`config.mk`:
```
export PLATFORM = sky130hd
export DESIGN_NAME = mac_stream_loader_flat
export DESIGN_NICKNAME = d
export VERILOG_FILES = /design/src/rtl/mac_pkg.sv /design/src/rtl/mac_stream_loader_if.sv /design/src/rtl/mac_stream_loader_push_stage.sv /design/src/rtl/mac_stream_loader.sv /design/src/flat_wrapper.sv
export SDC_FILE = /design/constraint.sdc
export NUM_CORES = 1
export LEC_CHECK = 0
export CORE_ASPECT_RATIO = 1.1
export CORE_MARGIN = 10
export CORE_UTILIZATION = 40
export CTS_CLUSTER_SIZE = 28
export DETAILED_ROUTE_END_ITERATION = 12
export PLACE_DENSITY = 0.73
export SYNTH_ARGS = -nofsm -noshare
export SYNTH_HDL_FRONTEND = slang
export SYNTH_HIERARCHICAL = 1
export SYNTH_SLANG_ARGS = --single-unit
```
`constraint.sdc`:
```
create_clock -name clk_i -period 3.65 [get_ports clk_i]
set_input_delay 0.5475 -clock clk_i [delete_from_list [all_inputs] [get_ports clk_i]]
set_output_delay 0.5475 -clock clk_i [all_outputs]
set_load 0.05 [all_outputs]
```
`src/rtl/mac_pkg.sv`:
```
// Shared types and default constants for the MAC stream loader slice.
// Holds the loader FSM state type and the width/drain defaults that the
// interface, the push stage and the top module all build on.
package mac_pkg;

    localparam int DEFAULT_DATA_WIDTH   = 32;
    localparam int DEFAULT_ADDR_LINES   = 4;
    localparam int DEFAULT_DRAIN_CYCLES = 2;

    typedef enum logic [2:0] {
        IDLE,
        LOAD_COEFF,
        STREAM,
        DRAIN,
        OUTPUT
    } loader_state_t;

endpackage

```
`src/rtl/mac_stream_loader_if.sv`:
```
// Bundle of every non-clock, non-reset signal of the MAC stream loader.
// The slave modport is the loader's own view; the master modport is the
// surrounding environment (sources, MAC FIFOs, result sink).
// Optional reload_i exists only when MAC_LOADER_COEFF_RELOAD_EN is defined.
interface mac_stream_loader_if #(
    parameter int DATA_WIDTH = mac_pkg::DEFAULT_DATA_WIDTH
);

    logic                  start_i;
`ifdef MAC_LOADER_COEFF_RELOAD_EN
    logic                  reload_i;
`endif
    logic [DATA_WIDTH-1:0] coeff_data_i;
    logic                  coeff_valid_i;
    logic                  coeff_ready_o;
    logic [DATA_WIDTH-1:0] sample_data_i;
    logic                  sample_valid_i;
    logic                  sample_ready_o;
    logic [DATA_WIDTH-1:0] coeff_fifo_o;
    logic                  coeff_push_o;
    logic [DATA_WIDTH-1:0] signal_fifo_o;
    logic                  signal_push_o;
    logic                  full_adder_i;
    logic                  full_mul_i;
    logic                  empty_mul_i;
    logic [DATA_WIDTH-1:0] result_i;
    logic [DATA_WIDTH-1:0] result_o;
    logic                  result_valid_o;
    logic                  result_ready_i;
    logic                  busy_o;

    modport slave (
`ifdef MAC_LOADER_COEFF_RELOAD_EN
        input  reload_i,
`endif
        input  start_i,
        input  coeff_data_i, coeff_valid_i,
        output coeff_ready_o,
        input  sample_data_i, sample_valid_i,
        output sample_ready_o,
        output coeff_fifo_o, coeff_push_o,
        output signal_fifo_o, signal_push_o,
        input  full_adder_i, full_mul_i, empty_mul_i,
        input  result_i,
        output result_o, result_valid_o,
        input  result_ready_i,
        output busy_o
    );

    modport master (
`ifdef MAC_LOADER_COEFF_RELOAD_EN
        output reload_i,
`endif
        output start_i,
        output coeff_data_i, coeff_valid_i,
        input  coeff_ready_o,
        output sample_data_i, sample_valid_i,
        input  sample_ready_o,
        input  coeff_fifo_o, coeff_push_o,
        input  signal_fifo_o, signal_push_o,
        output full_adder_i, full_mul_i, empty_mul_i,
        output result_i,
        input  result_o, result_valid_o,
        output result_ready_i,
        input  busy_o
    );

endinterface

```
`src/rtl/mac_stream_loader_push_stage.sv`:
```
// Push stage for one MAC FIFO write port: registers the handshaked word
// and raises a one-cycle write strobe. The data port keeps its last word
// between pushes, and reset drops any word that was about to be written.
module loader_push_stage
    import mac_pkg::*;
#(
    parameter int DATA_WIDTH = DEFAULT_DATA_WIDTH
) (
    input  logic                  clk_i,
    input  logic                  rstn_i,
    input  logic                  load_i,
    input  logic [DATA_WIDTH-1:0] data_i,
    output logic [DATA_WIDTH-1:0] data_o,
    output logic                  push_o
);

    // Capture the accepted word and strobe the FIFO write one cycle later
    always_ff @(posedge clk_i or negedge rstn_i) begin
        if (!rstn_i) begin
            data_o <= '0;
            push_o <= 1'b0;
        end else begin
            push_o <= load_i;
            if (load_i) begin
                data_o <= data_i;
            end
        end
    end

endmodule

```
`src/rtl/mac_stream_loader.sv`:
```
// MAC stream loader: on start, writes NUM_TAPS coefficients into the
// coefficient FIFO, then NUM_TAPS samples into the signal FIFO, waits for
// the multiplier FIFO to stay empty for DRAIN_CYCLES, and offers the MAC
// result on a valid/ready stream.
// Optional feature: MAC_LOADER_COEFF_RELOAD_EN adds reload_i so a start
// may skip the coefficient load and reuse what the FIFO already holds.
module mac_stream_loader
    import mac_pkg::*;
#(
    parameter int DATA_WIDTH   = DEFAULT_DATA_WIDTH,
    parameter int ADDR_LINES   = DEFAULT_ADDR_LINES,
    parameter int NUM_TAPS     = 8,
    parameter int DRAIN_CYCLES = DEFAULT_DRAIN_CYCLES
) (
    input  logic                clk_i,
    input  logic                rstn_i,
    mac_stream_loader_if.slave  bus
);

    localparam int FIFO_DEPTH = 1 << ADDR_LINES;
    localparam int TAP_W      = $clog2(NUM_TAPS + 1);
    localparam int DRAIN_W    = $clog2(DRAIN_CYCLES + 1);

    localparam logic [TAP_W-1:0]   TAP_LIMIT  = TAP_W'(NUM_TAPS);
    localparam logic [TAP_W-1:0]   LAST_TAP   = TAP_W'(NUM_TAPS - 1);
    localparam logic [DRAIN_W-1:0] DRAIN_LAST = DRAIN_W'(DRAIN_CYCLES - 1);

    // A frame larger than the FIFO could never be fully written
    if (NUM_TAPS < 1 || NUM_TAPS > FIFO_DEPTH) begin : g_num_taps_check
        $error("mac_stream_loader: NUM_TAPS must lie in 1..2**ADDR_LINES");
    end

    loader_state_t        state;
    loader_state_t        state_next;
    logic [TAP_W-1:0]     tap_cnt;
    logic [TAP_W-1:0]     tap_cnt_next;
    logic [DRAIN_W-1:0]   drain_cnt;
    logic [DRAIN_W-1:0]   drain_cnt_next;
    logic [DATA_WIDTH-1:0] result_q;
    logic                 capture;
    logic                 coeff_ready;
    logic                 sample_ready;
    logic                 coeff_hs;
    logic                 sample_hs;
`ifdef MAC_LOADER_COEFF_RELOAD_EN
    logic                 coeff_loaded;
    logic                 coeff_loaded_next;
`endif

    // Next-state, counter and ready logic; ready follows the full flags
    // combinationally so a flag rising blocks the handshake in that cycle
    always_comb begin
        state_next     = state;
        tap_cnt_next   = tap_cnt;
        drain_cnt_next = '0;
        capture        = 1'b0;
`ifdef MAC_LOADER_COEFF_RELOAD_EN
        coeff_loaded_next = coeff_loaded;
`endif
        coeff_ready  = (state == LOAD_COEFF) && !bus.full_adder_i && (tap_cnt < TAP_LIMIT);
        sample_ready = (state == STREAM) && !bus.full_mul_i && (tap_cnt < TAP_LIMIT);
        coeff_hs     = coeff_ready && bus.coeff_valid_i;
        sample_hs    = sample_ready && bus.sample_valid_i;

        case (state)
            IDLE: begin
                if (bus.start_i) begin
`ifdef MAC_LOADER_COEFF_RELOAD_EN
                    if (bus.reload_i || !coeff_loaded) begin
                        state_next = LOAD_COEFF;
                    end else begin
                        state_next = STREAM;
                    end
`else
                    state_next = LOAD_COEFF;
`endif
                end
            end
            LOAD_COEFF: begin
                if (coeff_hs) begin
                    if (tap_cnt == LAST_TAP) begin
                        state_next = STREAM;
`ifdef MAC_LOADER_COEFF_RELOAD_EN
                        coeff_loaded_next = 1'b1;
`endif
                    end else begin
                        tap_cnt_next = tap_cnt + 1'b1;
                    end
                end
            end
            STREAM: begin
                if (sample_hs) begin
                    if (tap_cnt == LAST_TAP) begin
                        state_next = DRAIN;
                    end else begin
                        tap_cnt_next = tap_cnt + 1'b1;
                    end
                end
            end
            DRAIN: begin
                if (bus.empty_mul_i) begin
                    if (drain_cnt == DRAIN_LAST) begin
                        capture    = 1'b1;
                        state_next = OUTPUT;
                    end else begin
                        drain_cnt_next = drain_cnt + 1'b1;
                    end
                end
            end
            OUTPUT: begin
                if (bus.result_ready_i) begin
                    state_next = IDLE;
                end
            end
            default: begin
                state_next = IDLE;
            end
        endcase

        if (state_next != state) begin
            tap_cnt_next = '0;
        end
    end

    // State, counters and the captured result; reset returns to IDLE
    always_ff @(posedge clk_i or negedge rstn_i) begin
        if (!rstn_i) begin
            state     <= IDLE;
            tap_cnt   <= '0;
            drain_cnt <= '0;
            result_q  <= '0;
`ifdef MAC_LOADER_COEFF_RELOAD_EN
            coeff_loaded <= 1'b0;
`endif
        end else begin
            state     <= state_next;
            tap_cnt   <= tap_cnt_next;
            drain_cnt <= drain_cnt_next;
            if (capture) begin
                result_q <= bus.result_i;
            end
`ifdef MAC_LOADER_COEFF_RELOAD_EN
            coeff_loaded <= coeff_loaded_next;
`endif
        end
    end

    assign bus.coeff_ready_o  = coeff_ready;
    assign bus.sample_ready_o = sample_ready;
    assign bus.result_o       = result_q;
    assign bus.result_valid_o = (state == OUTPUT);
    assign bus.busy_o         = (state != IDLE);

    loader_push_stage #(
        .DATA_WIDTH (DATA_WIDTH)
    ) u_coeff_push (
        .clk_i  (clk_i),
        .rstn_i (rstn_i),
        .load_i (coeff_hs),
        .data_i (bus.coeff_data_i),
        .data_o (bus.coeff_fifo_o),
        .push_o (bus.coeff_push_o)
    );

    loader_push_stage #(
        .DATA_WIDTH (DATA_WIDTH)
    ) u_signal_push (
        .clk_i  (clk_i),
        .rstn_i (rstn_i),
        .load_i (sample_hs),
        .data_i (bus.sample_data_i),
        .data_o (bus.signal_fifo_o),
        .push_o (bus.signal_push_o)
    );

endmodule

```
`src/flat_wrapper.sv`:
```
// flat-port wrapper written by rule: the top's interface ports become plain ports
module mac_stream_loader_flat import mac_pkg::*;
#(
    parameter int DATA_WIDTH   = DEFAULT_DATA_WIDTH,
    parameter int ADDR_LINES   = DEFAULT_ADDR_LINES,
    parameter int NUM_TAPS     = 8,
    parameter int DRAIN_CYCLES = DEFAULT_DRAIN_CYCLES
)
  (clk_i, rstn_i, bus_start_i, bus_coeff_data_i, bus_coeff_valid_i, bus_coeff_ready_o, bus_sample_data_i, bus_sample_valid_i, bus_sample_ready_o, bus_coeff_fifo_o, bus_coeff_push_o, bus_signal_fifo_o, bus_signal_push_o, bus_full_adder_i, bus_full_mul_i, bus_empty_mul_i, bus_result_i, bus_result_o, bus_result_valid_o, bus_result_ready_i, bus_busy_o);
  mac_stream_loader_if #(.DATA_WIDTH(DATA_WIDTH)) bus_i ();
  input  logic clk_i;
  input  logic rstn_i;
  input wire logic [$bits(bus_i.start_i)-1:0] bus_start_i;
  input wire logic [$bits(bus_i.coeff_data_i)-1:0] bus_coeff_data_i;
  input wire logic [$bits(bus_i.coeff_valid_i)-1:0] bus_coeff_valid_i;
  output wire logic [$bits(bus_i.coeff_ready_o)-1:0] bus_coeff_ready_o;
  input wire logic [$bits(bus_i.sample_data_i)-1:0] bus_sample_data_i;
  input wire logic [$bits(bus_i.sample_valid_i)-1:0] bus_sample_valid_i;
  output wire logic [$bits(bus_i.sample_ready_o)-1:0] bus_sample_ready_o;
  output wire logic [$bits(bus_i.coeff_fifo_o)-1:0] bus_coeff_fifo_o;
  output wire logic [$bits(bus_i.coeff_push_o)-1:0] bus_coeff_push_o;
  output wire logic [$bits(bus_i.signal_fifo_o)-1:0] bus_signal_fifo_o;
  output wire logic [$bits(bus_i.signal_push_o)-1:0] bus_signal_push_o;
  input wire logic [$bits(bus_i.full_adder_i)-1:0] bus_full_adder_i;
  input wire logic [$bits(bus_i.full_mul_i)-1:0] bus_full_mul_i;
  input wire logic [$bits(bus_i.empty_mul_i)-1:0] bus_empty_mul_i;
  input wire logic [$bits(bus_i.result_i)-1:0] bus_result_i;
  output wire logic [$bits(bus_i.result_o)-1:0] bus_result_o;
  output wire logic [$bits(bus_i.result_valid_o)-1:0] bus_result_valid_o;
  input wire logic [$bits(bus_i.result_ready_i)-1:0] bus_result_ready_i;
  output wire logic [$bits(bus_i.busy_o)-1:0] bus_busy_o;
  assign bus_i.start_i = bus_start_i;
  assign bus_i.coeff_data_i = bus_coeff_data_i;
  assign bus_i.coeff_valid_i = bus_coeff_valid_i;
  assign bus_coeff_ready_o = bus_i.coeff_ready_o;
  assign bus_i.sample_data_i = bus_sample_data_i;
  assign bus_i.sample_valid_i = bus_sample_valid_i;
  assign bus_sample_ready_o = bus_i.sample_ready_o;
  assign bus_coeff_fifo_o = bus_i.coeff_fifo_o;
  assign bus_coeff_push_o = bus_i.coeff_push_o;
  assign bus_signal_fifo_o = bus_i.signal_fifo_o;
  assign bus_signal_push_o = bus_i.signal_push_o;
  assign bus_i.full_adder_i = bus_full_adder_i;
  assign bus_i.full_mul_i = bus_full_mul_i;
  assign bus_i.empty_mul_i = bus_empty_mul_i;
  assign bus_i.result_i = bus_result_i;
  assign bus_result_o = bus_i.result_o;
  assign bus_result_valid_o = bus_i.result_valid_o;
  assign bus_i.result_ready_i = bus_result_ready_i;
  assign bus_busy_o = bus_i.busy_o;
  mac_stream_loader #(.DATA_WIDTH(DATA_WIDTH), .ADDR_LINES(ADDR_LINES), .NUM_TAPS(NUM_TAPS), .DRAIN_CYCLES(DRAIN_CYCLES)) u_core (.clk_i(clk_i), .rstn_i(rstn_i), .bus(bus_i));
endmodule
```
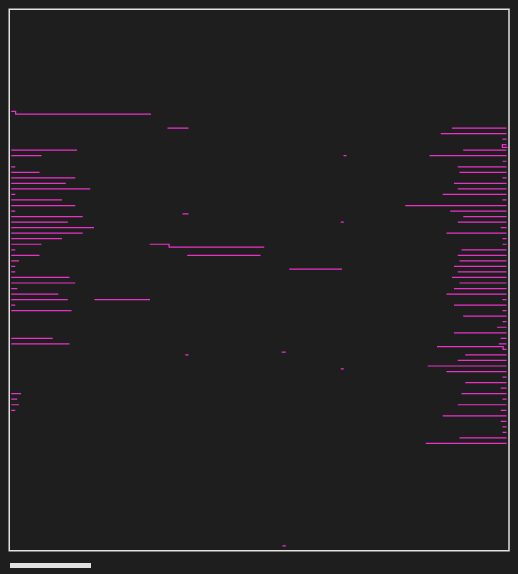
Figure 1: metal 3.
Scale bar: 20 um.
The layer holds 7.6% of the routed length. 97 nets have wire on it.
wire length after detailed routing: 12300 um
total number of vias: 2918

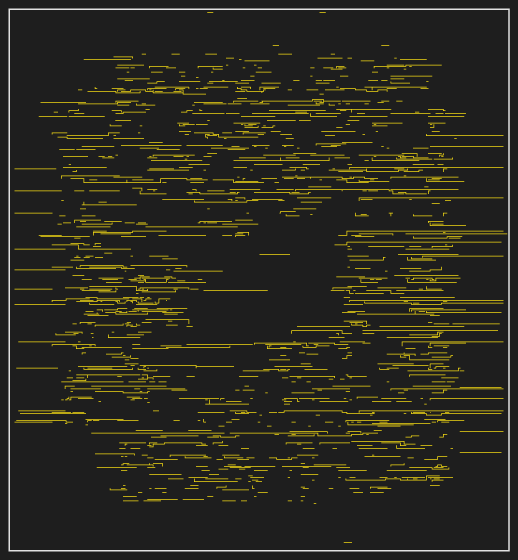
Figure 2: the metal 1 layer.
511 nets have wire on it. The layer holds 39% of the routed length. The wires run mostly horizontal.
GR Layer Usage met1: 17.5%

==> results.toml <==
# synthesis and place-and-route metrics
[status]
status = "completed"

[worst_setup_path]
worst_setup_path_startpoint = "bus_full_mul_i"
worstPathCellList = "clkdlybuf4s50_1 > nor4_2 > and2_1 > clkdlybuf4s50_1"
critPathKind = "input port to primary output"
worstReg2RegStart = "u_core/state[2]"
critPathMaxStageDelay_ns = 0.80
critPathArrivalTime_ns = 2.17
critical_path_buf_inv_count = 2
critical_path_startpoint_category = "input port"
path_depth = 4

[placement]
post-place-cells = 613
place.detailed.hpwl_um = 9520
port_buffers = 206
gp_congestion = 0.801

[global_routing]
grt_use_met3_pct = 4.77
wire_length_of_the_first_global_routing_pass_um = 19400
globalRouteOverflowTotal = 0
busiest_layer = "met2"

[die]
core_area_sq_um = 11400
well_tap_count = 150
rows = 41
die_h_um = 133
chip_area_sq_um = 16300

[logic_synthesis]
post_synth_inst_count = 265
yosys_cell_count = 265
multiplexer_share_of_the_synthesized_area_pct = 30.9
ys_chip_area_sq_um = 4620
largest_area_cell = "dfrtp_1"
post_synth_most_frequent_cells = "107 x dfrtp_1, 89 x mux2_4, 8 x buf_6, 8 x nand2_1, 7 x mux2_2"
yosysWarnings = 6

[clock_network]
clock_tree_buffer_depth = 2
tritoncts_num_sinks = 107
postCtsHoldBufs = 0
tritoncts.num_buffers = 9
clock_tree_from_tritoncts = "built"
postCtsResizedCells = 0

[drt]
antenna_left = 0
post_drt_via_cell_ratio = 4.65
wl_met1_um = 4760
wl_met2_um = 6460
wl_per_cell_um = 19.7

[layout]
final_layout_top_logic_cell = "clkdlybuf4s50_1"
finish.utilization_pct = 61.3
largestClassByArea = "sequential cells"
seqCellArea_sq_um = 2680
antenna-diode-count = 0
clock_area_share_pct = 3.73
num-nonclk-inverters = 5
ff_count = 107
sequential_share_of_cell_area_pct = 38.4

[pwr]
vdd.ir_drop.worst_mv = 0.477
power_switching_share_pct = 40.6

[final_timing]
finalSetupTns_ns = 0
finalWorstSetupSlack_ns = 0.936
timing.final.max_slew_violations = 0

[hold_path]
min_path_type = "input port to async pin"
